layers.png
Two of the layers only.
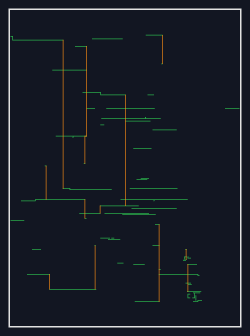
class_map.png
The bar under the picture is 50 um long.
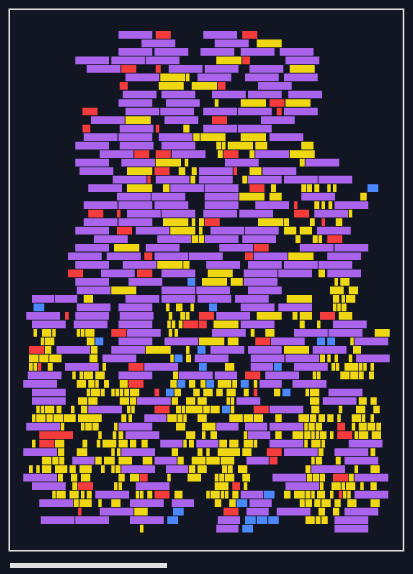
clock_wires.png
The bar under the picture is 50 um long.
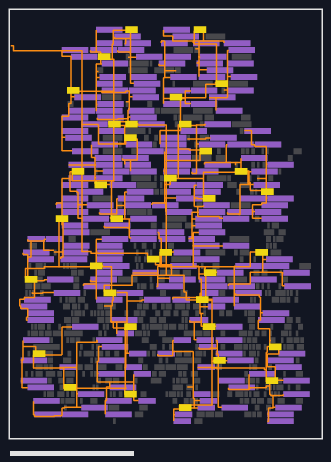
[src/rtl/uart_echo_fifo.sv]
// Buffered UART echo: received bytes are queued in a FIFO and retransmitted under CTS_N flow control.
// Define ECHO_UPPERCASE_EN to fold ASCII 'a'..'z' to upper case as bytes are stored.
module rxuart #(
  parameter logic [23:0] CLOCKS_PER_BAUD = 24'd104
) (
  input  logic       i_clk,
  input  logic       i_uart_rx,
  output logic       o_wr,
  output logic [7:0] o_data
);
  typedef enum logic [1:0] {RX_IDLE, RX_DATA, RX_STOP} rx_state_t;

  rx_state_t   state;
  logic [2:0]  sync;
  logic [23:0] cnt;
  logic [3:0]  bitn;
  logic [7:0]  sh;

  assign o_data = sh;

  // Start is a falling edge, so an all-zero power-up synchronizer never fakes a frame.
  always_ff @(posedge i_clk) begin
    sync <= {sync[1:0], i_uart_rx};
    o_wr <= 1'b0;
    case (state)
      RX_IDLE: begin
        if (sync[2] && !sync[1]) begin
          state <= RX_DATA;
          cnt   <= CLOCKS_PER_BAUD + (CLOCKS_PER_BAUD >> 1) - 24'd1;
          bitn  <= 4'd0;
        end
      end
      RX_DATA: begin
        if (cnt != 24'd0) begin
          cnt <= cnt - 24'd1;
        end else begin
          sh   <= {sync[1], sh[7:1]};
          bitn <= bitn + 4'd1;
          cnt  <= CLOCKS_PER_BAUD - 24'd1;
          if (bitn == 4'd7) state <= RX_STOP;
        end
      end
      default: begin
        if (cnt != 24'd0) begin
          cnt <= cnt - 24'd1;
        end else begin
          o_wr  <= sync[1];
          state <= RX_IDLE;
        end
      end
    endcase
  end
endmodule

module txuart #(
  parameter logic [23:0] CLOCKS_PER_BAUD = 24'd104
) (
  input  logic       i_clk,
  input  logic       i_wr,
  input  logic [7:0] i_data,
  output logic       o_uart_tx,
  output logic       o_busy
);
  typedef enum logic {TX_IDLE, TX_SEND} tx_state_t;

  tx_state_t   state;
  logic [23:0] cnt;
  logic [3:0]  bitn;
  logic [9:0]  sh;

  assign o_busy    = (state == TX_SEND);
  assign o_uart_tx = (state == TX_IDLE) | sh[0];

  always_ff @(posedge i_clk) begin
    case (state)
      TX_IDLE: begin
        if (i_wr) begin
          sh    <= {1'b1, i_data, 1'b0};
          bitn  <= 4'd9;
          cnt   <= CLOCKS_PER_BAUD - 24'd1;
          state <= TX_SEND;
        end
      end
      default: begin
        if (cnt != 24'd0) begin
          cnt <= cnt - 24'd1;
        end else if (bitn != 4'd0) begin
          sh   <= {1'b1, sh[9:1]};
          bitn <= bitn - 4'd1;
          cnt  <= CLOCKS_PER_BAUD - 24'd1;
        end else begin
          state <= TX_IDLE;
        end
      end
    endcase
  end
endmodule

module uart_echo_fifo #(
  parameter int CLOCK_RATE_HZ = 12_000_000,
  parameter int BAUD_RATE     = 115_200,
  parameter int LGFIFO        = 4
) (
  input  logic            CLK,
  input  logic            BTN_N,
  input  logic            RX,
  output logic            TX,
  input  logic            CTS_N,
  output logic [LGFIFO:0] o_fill,
  output logic            o_overflow
);
  localparam logic [23:0] CLOCKS_PER_BAUD = 24'(CLOCK_RATE_HZ / BAUD_RATE);
  localparam int DEPTH  = 2 ** LGFIFO;
  localparam int DATA_W = 8;

  logic              rx_wr;
  logic [DATA_W-1:0] rx_data;
  logic              tx_stb;
  logic              tx_busy;
  logic [DATA_W-1:0] tx_data;

  logic [DATA_W-1:0] mem [DEPTH];
  logic [LGFIFO:0]   wr_ptr, rd_ptr, wr_nxt, rd_nxt, fill_nxt;
  logic              full, push, pop;

  rxuart #(.CLOCKS_PER_BAUD(CLOCKS_PER_BAUD)) u_rx (
    .i_clk(CLK), .i_uart_rx(RX), .o_wr(rx_wr), .o_data(rx_data)
  );

  txuart #(.CLOCKS_PER_BAUD(CLOCKS_PER_BAUD)) u_tx (
    .i_clk(CLK), .i_wr(tx_stb), .i_data(tx_data), .o_uart_tx(TX), .o_busy(tx_busy)
  );

  function automatic logic [DATA_W-1:0] fold_case(input logic [DATA_W-1:0] b);
`ifdef ECHO_UPPERCASE_EN
    return (b >= 8'h61 && b <= 8'h7A) ? b - 8'h20 : b;
`else
    return b;
`endif
  endfunction

  // A pop frees a slot in the same cycle, so a full FIFO still accepts a coincident push.
  assign full     = (wr_ptr[LGFIFO] != rd_ptr[LGFIFO]) &&
                    (wr_ptr[LGFIFO-1:0] == rd_ptr[LGFIFO-1:0]);
  assign pop      = tx_stb && !tx_busy;
  assign push     = rx_wr && (!full || pop);
  assign wr_nxt   = wr_ptr + (LGFIFO+1)'(push);
  assign rd_nxt   = rd_ptr + (LGFIFO+1)'(pop);
  assign fill_nxt = wr_nxt - rd_nxt;
  assign tx_data  = mem[rd_ptr[LGFIFO-1:0]];

  always_ff @(posedge CLK) begin
    if (push) mem[wr_ptr[LGFIFO-1:0]] <= fold_case(rx_data);
  end

  always_ff @(posedge CLK) begin
    if (!BTN_N) begin
      wr_ptr     <= '0;
      rd_ptr     <= '0;
      o_fill     <= '0;
      o_overflow <= 1'b0;
      tx_stb     <= 1'b0;
    end else begin
      wr_ptr <= wr_nxt;
      rd_ptr <= rd_nxt;
      o_fill <= fill_nxt;
      if (rx_wr && !push) o_overflow <= 1'b1;
      tx_stb <= (fill_nxt != '0) && !CTS_N;
    end
  end
endmodule

[config.mk]
export PLATFORM = sky130hd
export DESIGN_NAME = uart_echo_fifo
export DESIGN_NICKNAME = d
export VERILOG_FILES = /design/src/rtl/uart_echo_fifo.sv
export SDC_FILE = /design/constraint.sdc
export NUM_CORES = 1
export LEC_CHECK = 0
export CAP_MARGIN = 20
export CORE_ASPECT_RATIO = 1.4
export CORE_MARGIN = 4
export CORE_UTILIZATION = 50
export CTS_BUF_LIST = sky130_fd_sc_hd__clkbuf_4 sky130_fd_sc_hd__clkbuf_8
export DETAILED_ROUTE_END_ITERATION = 8
export PLACE_DENSITY = 0.68
export SYNTH_ARGS = -nofsm -noshare
export SYNTH_HDL_FRONTEND = slang
export SYNTH_SLANG_ARGS = --single-unit
export TNS_END_PERCENT = 100
[constraint.sdc]
create_clock -name CLK -period 4.8 [get_ports CLK]
set_input_delay 0.96 -clock CLK [delete_from_list [all_inputs] [get_ports CLK]]
set_output_delay 0.96 -clock CLK [all_outputs]
set_load 0.02 [all_outputs]
==> impl_metrics.yaml <==
# synthesis and place-and-route metrics
logic_synthesis:
  synth_nets: 667
  logic_family: "simple AND/OR/NAND/NOR gates"
  ys_area_mm2: 0.00967
  async_reset_ff_share_pct: 0
  yosys-top-cells-count: "203 x edfxtp_1, 67 x nor2_1, 38 x nand2_1"
  syn-cell-area_mm2: 0.00967
  yosysMostFrequentCell: "edfxtp_1"
  syn_inst: 649
route:
  antenna_left: 0
  wl_met2_mm: 9.66
  drc: 0
  routed.top_layer: "met4"
  vias: 5312
  m1WireLength_mm: 7.05
outcome:
  status: "complete, no violations"
timing:
  rsz0062_at_grt: "no"
  fin_crit_ns: 3.44
  maxSlewViolCount: 0
finish:
  seqCellArea_mm2: 0.00654
  antenna_cells: 0
  area_dominant_class: "sequential cells"
  clk_share_pct: 6.31
  logic_gate_count: 377
  fin_util_pct: 57.0
floorplanning:
  floorplan.die_area_mm2: 0.0217
  tapCellCount: 244
  pin_count: 11
placed_design:
  gp_congestion: 0.816
grt:
  antenna_found_initial: 0
  met3_usage_pct: 2.98
  grt_pass1_vias: 5547
critical_path:
  r2r_start: "u_tx.cnt[0]"
  path_delay_family: "simple AND/OR/NAND/NOR gates"
  critPathCaptureType: "flip-flop"
clock_network:
  numCtsBuffers: 36
  clockBufferDepth: 3
Notes on layers.png above:
[M4] orange | wire length: 349 um
[M3] green | wire length: 628 um

Notes on class_map.png above:
[remaining logic cells] yellow | cells: 395 | share of their area: 29%
[remaining buffers and delay cells] blue | cells: 25 | share of their area: 2.0%
[clock drivers and dummy loads] red | cells: 63 | share of their area: 6.5%
[registers] purple | cells: 225 | share of their area: 63%

Notes on clock_wires.png above:
[clock-net drivers] yellow | count: 36
[clock wires] orange | length: 2,610 um
[flip-flops] purple | count: 225
routed clock nets: 37
Worst Skew: 0.0170 ns
Clk power: 1.54 mW
Worst-Skew Late Latency: 0.51 ns

through the flow:
stage	instances	worst slack (ns)	instance area [um^2]	power, mW	hold slack [ns]
3_5_place_dp	889	1.41	10100	2.70	0.312
5_1_grt	952	1.19	10700	4.40	0.335
3_3_place_gp	889	1.54	10100	2.67	0.310
2_1_floorplan	649	1.38	9670	2.62	0.310
6_report	952	1.36	10700	4.21	0.325
4_1_cts	952	1.39	10700	4.25	0.325
power by group:
part / leakage [nW] / internal, mW / total [mW] / switching (mW)
sequential: 2.11 / 2.23 / 2.32 / 0.0897
combinational: 1.14 / 0.151 / 0.341 / 0.190
clock: 0.360 / 0.853 / 1.54 / 0.688
worst paths after layout:
kind | endpoint | slack (ns) | depth (start not counted)
worst max-delay path | u_tx.cnt[23] | 1.36 | 8
worst min-delay path | u_rx.sync[1] | 0.32 | 0
worst max register to register | u_tx.cnt[23] | 1.36 | 8
worst min register to register | u_rx.sync[1] | 0.32 | 0
registers in the layout (all words and copies together) (netlist names):
signal,flops
u_tx.o_busy,1
o_fill,5
rd_ptr,5
tx_stb,1
u_rx.bitn,4
u_rx.sync,3
u_tx.sh,9
u_rx.state,2
u_rx.o_data,8
wr_ptr,5
u_tx.bitn,4
o_overflow,1
mem,128
u_tx.cnt,24
u_rx.o_wr,1
u_rx.cnt,24
cells in the final DEF (no fill, tap or decap), drive strengths merged, types with 15 or more instances in the layout:
| master | instances |
|---|---|
| o21ai | 22 |
| dfxtp | 22 |
| inv | 16 |
| xor2 | 18 |
| nor2 | 67 |
| buf | 15 |
| clkbuf | 48 |
| nor4 | 16 |
| mux4 | 32 |
| nor3 | 19 |
| edfxtp | 203 |
| xnor2 | 35 |
| nand2 | 38 |
| clkinv | 16 |
Power figures rest on the tool's default switching activity, not on a simulated workload.
